==> images/clock_nets.png <==
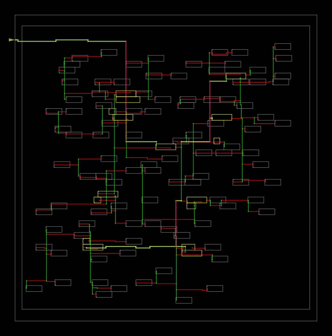
==> images/floorplan.png <==
The bar under the picture is 50 µm long. Pins as bars on the die edge.
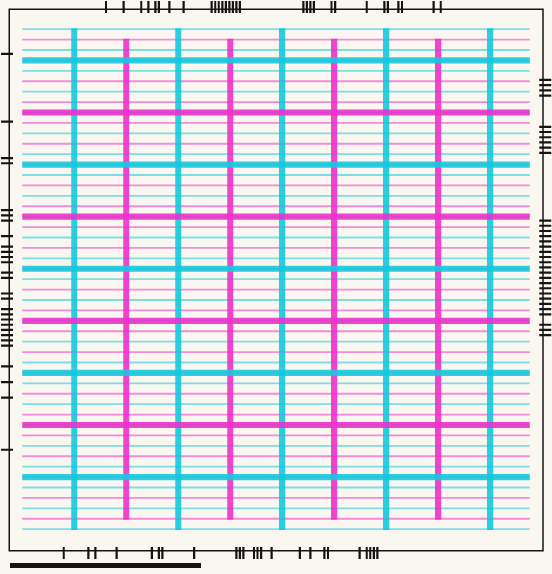
==> config.mk <==
export PLATFORM = sky130hd
export DESIGN_NAME = cosim_msg_serializer
export DESIGN_NICKNAME = d
export VERILOG_FILES = /design/src/rtl/cosim_msg_serializer.sv
export SDC_FILE = /design/constraint.sdc
export NUM_CORES = 1
export LEC_CHECK = 0
export CAP_MARGIN = 20
export CORE_AREA = 3 3 136 138
export CTS_CLUSTER_SIZE = 16
export DETAILED_ROUTE_END_ITERATION = 16
export DIE_AREA = 0 0 139 141
export PLACE_DENSITY_LB_ADDON = 0.08
export SKIP_CTS_REPAIR_TIMING = 1
export SYNTH_ARGS = -nofsm -noshare
export SYNTH_HDL_FRONTEND = slang
export SYNTH_SLANG_ARGS = --single-unit
==> constraint.sdc <==
create_clock -name clk -period 6.4 [get_ports clk]
set_input_delay 0.96 -clock clk [delete_from_list [all_inputs] [get_ports clk]]
set_output_delay 0.96 -clock clk [all_outputs]
set_load 0.02 [all_outputs]
==> src/rtl/cosim_msg_serializer.sv <==
// cosim_msg_serializer
//
// Takes one full-width message from the cosim endpoint's DataOut channel,
// holds it, and replays it to a narrower DUT interface as a series of beats,
// LSB-first, each with valid/ready backpressure. The final beat carries
// DataOutLast. A new message can be accepted in the same cycle that the last
// beat of the current message handshakes, so messages stream with no bubble.
//
// Ports:
//   clk            clock
//   rstn           synchronous, active-low reset
//   DataInValid    message valid from the endpoint
//   DataInReady    block can accept a message (combinational)
//   DataIn         message payload, MSG_BITS wide
//   DataOutValid   beat valid
//   DataOutReady   DUT accepts the current beat
//   DataOut        beat payload, WORD_BITS wide
//   DataOutLast    current beat is the final beat of its message
//   DataOutBeatIdx index of the current beat within its message
//   MsgCount       messages fully emitted, wraps modulo 2^32

module cosim_msg_serializer #(
  parameter int MSG_BITS  = 64,
  parameter int WORD_BITS = 8,
  localparam int NUM_BEATS = (MSG_BITS + WORD_BITS - 1) / WORD_BITS,
  localparam int IDX_BITS  = (NUM_BEATS > 1) ? $clog2(NUM_BEATS) : 1
) (
  input  logic                 clk,
  input  logic                 rstn,
  input  logic                 DataInValid,
  output logic                 DataInReady,
  input  logic [MSG_BITS-1:0]  DataIn,
  output logic                 DataOutValid,
  input  logic                 DataOutReady,
  output logic [WORD_BITS-1:0] DataOut,
  output logic                 DataOutLast,
  output logic [IDX_BITS-1:0]  DataOutBeatIdx,
  output logic [31:0]          MsgCount
);

  localparam int SHIFT_BITS = NUM_BEATS * WORD_BITS;
  localparam logic [IDX_BITS-1:0] LAST_IDX = IDX_BITS'(NUM_BEATS - 1);

  generate
    if (MSG_BITS < 1) begin : g_bad_msg_bits
      $error("cosim_msg_serializer: MSG_BITS must be >= 1");
    end
    if (WORD_BITS < 1) begin : g_bad_word_bits
      $error("cosim_msg_serializer: WORD_BITS must be >= 1");
    end
  endgenerate

  typedef enum logic {
    ST_IDLE = 1'b0,
    ST_SEND = 1'b1
  } state_t;

  state_t                r_state;
  logic [SHIFT_BITS-1:0] r_shift;
  logic [IDX_BITS-1:0]   r_idx;
  logic [31:0]           r_msg_count;

  logic w_valid;
  logic w_last;
  logic w_beat_done;
  logic w_accept;

  assign w_valid     = (r_state == ST_SEND);
  assign w_last      = w_valid && (r_idx == LAST_IDX);
  assign w_beat_done = w_valid && DataOutReady;

  // Ready either when empty or when the held message is finishing this cycle,
  // which is what lets back-to-back messages stream without an idle beat.
  assign DataInReady = rstn && ((r_state == ST_IDLE) || (w_beat_done && w_last));
  assign w_accept    = DataInValid && DataInReady;

  // Outputs come straight from registers, so they are naturally stable while
  // the DUT holds DataOutReady low.
  assign DataOutValid   = w_valid;
  assign DataOut        = r_shift[WORD_BITS-1:0];
  assign DataOutLast    = w_last;
  assign DataOutBeatIdx = r_idx;
  assign MsgCount       = r_msg_count;

  always_ff @(posedge clk) begin
    if (!rstn) begin
      r_state     <= ST_IDLE;
      r_shift     <= '0;
      r_idx       <= '0;
      r_msg_count <= '0;
    end else begin
      if (w_beat_done && w_last) begin
        r_msg_count <= r_msg_count + 32'd1;
      end

      if (w_accept) begin
        // Zero-extension leaves the padding bits of the final beat at 0.
        r_state <= ST_SEND;
        r_shift <= SHIFT_BITS'(DataIn);
        r_idx   <= '0;
      end else if (w_beat_done) begin
        if (w_last) begin
          r_state <= ST_IDLE;
        end else begin
          r_shift <= r_shift >> WORD_BITS;
          r_idx   <= r_idx + IDX_BITS'(1);
        end
      end
    end
  end

endmodule

==> flow_summary.ini <==
; implementation run metrics
[status]
outcome = completed

[placed_design]
dp_slack_ns = 2.88
place_area_um2 = 5540
gp_congestion = 0.720
dpl.hpwl_um = 8790
dp.cells = 810
port_buffers = 113

[routing]
drc_errors = 0
drtIter0Drc = 258
viasPerCell = 4.87
dr.pass1.iters = 4
dr_total_vias = 4030
wl_per_cell_um = 15.9
routed_wl_um = 13100
antenna_left = 0

[pwr]
p_leak_nw = 1.86
pwr-share-seq_pct = 47.6
powerDensity_nw_per_um2 = 234
switching_power_uw = 352
total_power_mw = 1.38
pwr-share-clk_pct = 42.5
p_comb_share_pct = 10.0
vdd_ir_drop_max_v = 0.000118
swShare_pct = 25.6
p_int_mw = 1.03

[sta]
setup_violations = 0
rsz0062_at_grt = no
setup_tns_ns = 0
slew_headroom_pct = 32.5
fmax_ghz = 0.283
slew_viol_final = 0
finalCritPeriodShare_pct = 55.2
layout_setup_ws_ns = 2.87
hold_ws_ns = 0.456
hold_viol_final = 0
worst_slew_pin_slew_ns = 1.01
min_period_ns = 3.53
finClkSkew_ns = 0.00826

[logic_synthesis]
ys_async_sr_fraction_pct = 0
numSynthFlops = 100
synth.area.top_cells = dfxtp_1 47%, nand2_1 8.6%, a21oi_1 8.2%, a22oi_1 7.0%, a311oi_1 3.3%
yosys_warnings = 0
synth_top_area_share_pct = 46.7
syn-mean-instance-area_um2 = 8.30
yosys_area_um2 = 4290
fp_nets = 588
synth_area_leader_cell = dfxtp_1
synth-edff-count = 0
synth-main-ff-cell = dfxtp_1
ys_types = 34
syn_inst = 517
synth_area_um2 = 4290
synth_seq_share_pct = 46.7
ys_cells = 517
synth_dominant_cell_count = dfxtp_1
common_cells = 100 x dfxtp_1, 98 x nand2_1, 70 x a21oi_1

[floorplanning]
coreArea_um2 = 17300
die-area_um2 = 19600
fp_util_pct = 24.8
pin_count = 114
die_w_um = 139
rows = 48
die_h_um = 141

[setup_path]
critPathLaunchType = primary input
critPathKind = in -> out
cp_top_family = buffers and inverters
r2r_slack_ns = 3.78
path_cells = clkdlybuf4s50_1 -> and2_1 -> clkdlybuf4s50_1
crit_slowest_cell = clkdlybuf4s50_1
critPathMaxFanout = 11
r2r-end = MsgCount[24]
ff2ff_path_depth = 4
critPathArrivalTime_ns = 2.57
rr_startpoint = MsgCount[4]
path_common_cell = clkdlybuf4s50_1
critical_path_buf_inv_count = 2
worstPathRequired_ns = 5.44
end_kind = output port
worst-path-stages = 3
slowest_delay_ns = 0.80

[layout]
final_nets = 668
antenna_cells = 0
drive_gt1_share_pct = 4.65
area_growth_pct = 37.0
layout.cells.most_common = clkdlybuf4s50_1
fin_area_um2 = 5880
instances_no_fill = 827
final_util_pct = 34.0
fillers = 1826
final_cell_mix = 113 x clkdlybuf4s50_1, 100 x dfxtp_1, 98 x nand2_1

[global_routing]
grt_pass1_wl_um = 20900
grt_overflow = 0
grtUsageTotal_pct = 13.3
grt_pass1_vias = 3845
grt_max_degree = 61
antenna_found_initial = 0

[clock_network]
cts.sink_count = 100
h-tree-depth = 3
cts_tree = yes
clk_path_buf_depth = 2
clock-root-buffer = clkbuf_16
path_clk_slew_ns = 0.07

[run]
warnings = 26
cap_violations = 0

[worst_hold_path]
hold_class = reg -> reg
hp-start = r_shift[28]
min_to = r_shift[28]
hold_depth = 2
-- clock_nets.png (at the start) --
Clock Latency Late Sink: 0.35 ns
number of CTS-inserted buffers: 9

-- floorplan.png (at the start) --
| net | colour |
|---|---|
| VSS | cyan |
| VDD | magenta |
rows: 48
signal pins: 114

==> power groups by stage <==
stage	logic [mW]	registers [mW]	clock network, mW
3_5_place_dp	0.136	0.670	0
6_report	0.137	0.655	0.584
4_1_cts	0.137	0.655	0.604
3_3_place_gp	0.136	0.670	0
2_1_floorplan	0.0683	0.667	0
5_1_grt	0.150	0.658	0.630
==> cell families (layout without fill, tap and decap cells) <==
kind of cell	Yosys count	after routing	share of synthesized area, %
AND-OR/OR-AND	149	149	22.3
XOR/XNOR	10	10	2.04
adder cells (fa/ha/maj)	3	3	0.875
buffers and inverters	53	138	5.40
flip-flops	100	100	46.7
multiplexers	3	3	0.700
AND/OR/NAND/NOR	199	199	22.1
==> how the worst max path moves through the flow <==
stage               from           to  slack, ns
floorplan           rstn  DataInReady       3.96
global placement    rstn  DataInReady       2.87
detailed placement  rstn  DataInReady       2.88
CTS                 rstn  DataInReady       2.87
global route        rstn  DataInReady       2.79
finish              rstn  DataInReady       2.87
==> cell type report <==
| class | count | area [µm²] | share of cell area [%] |
|---|---|---|---|
| Multi-Input combinational cell | 364 | 2080 | 35.4 |
| Sequential cell | 100 | 2000 | 34.0 |
| Timing Repair Buffer | 117 | 1180 | 20.1 |
| Tap cell | 225 | 282 | 4.79 |
| Clock buffer | 9 | 225 | 3.83 |
| Clock inverter | 7 | 91.3 | 1.55 |
| Inverter | 5 | 18.8 | 0.319 |
==> metal layers <==
layer	GRT usage, %	vias up	wire [µm]
li1	-	2030	-
met1	18.2	1877	6470
met2	20.3	112	5810
met3	4.14	11	706
met4	3.66	0	132
met5	0	-	0
==> flip-flops by register name, indices dropped and copies added, names as in the netlist <==
| signal | count |
|---|---|
| DataOutBeatIdx | 3 |
| MsgCount | 32 |
| r_shift | 64 |
| DataOutValid | 1 |
Power figures rest on the tool's default switching activity, not on a simulated workload.
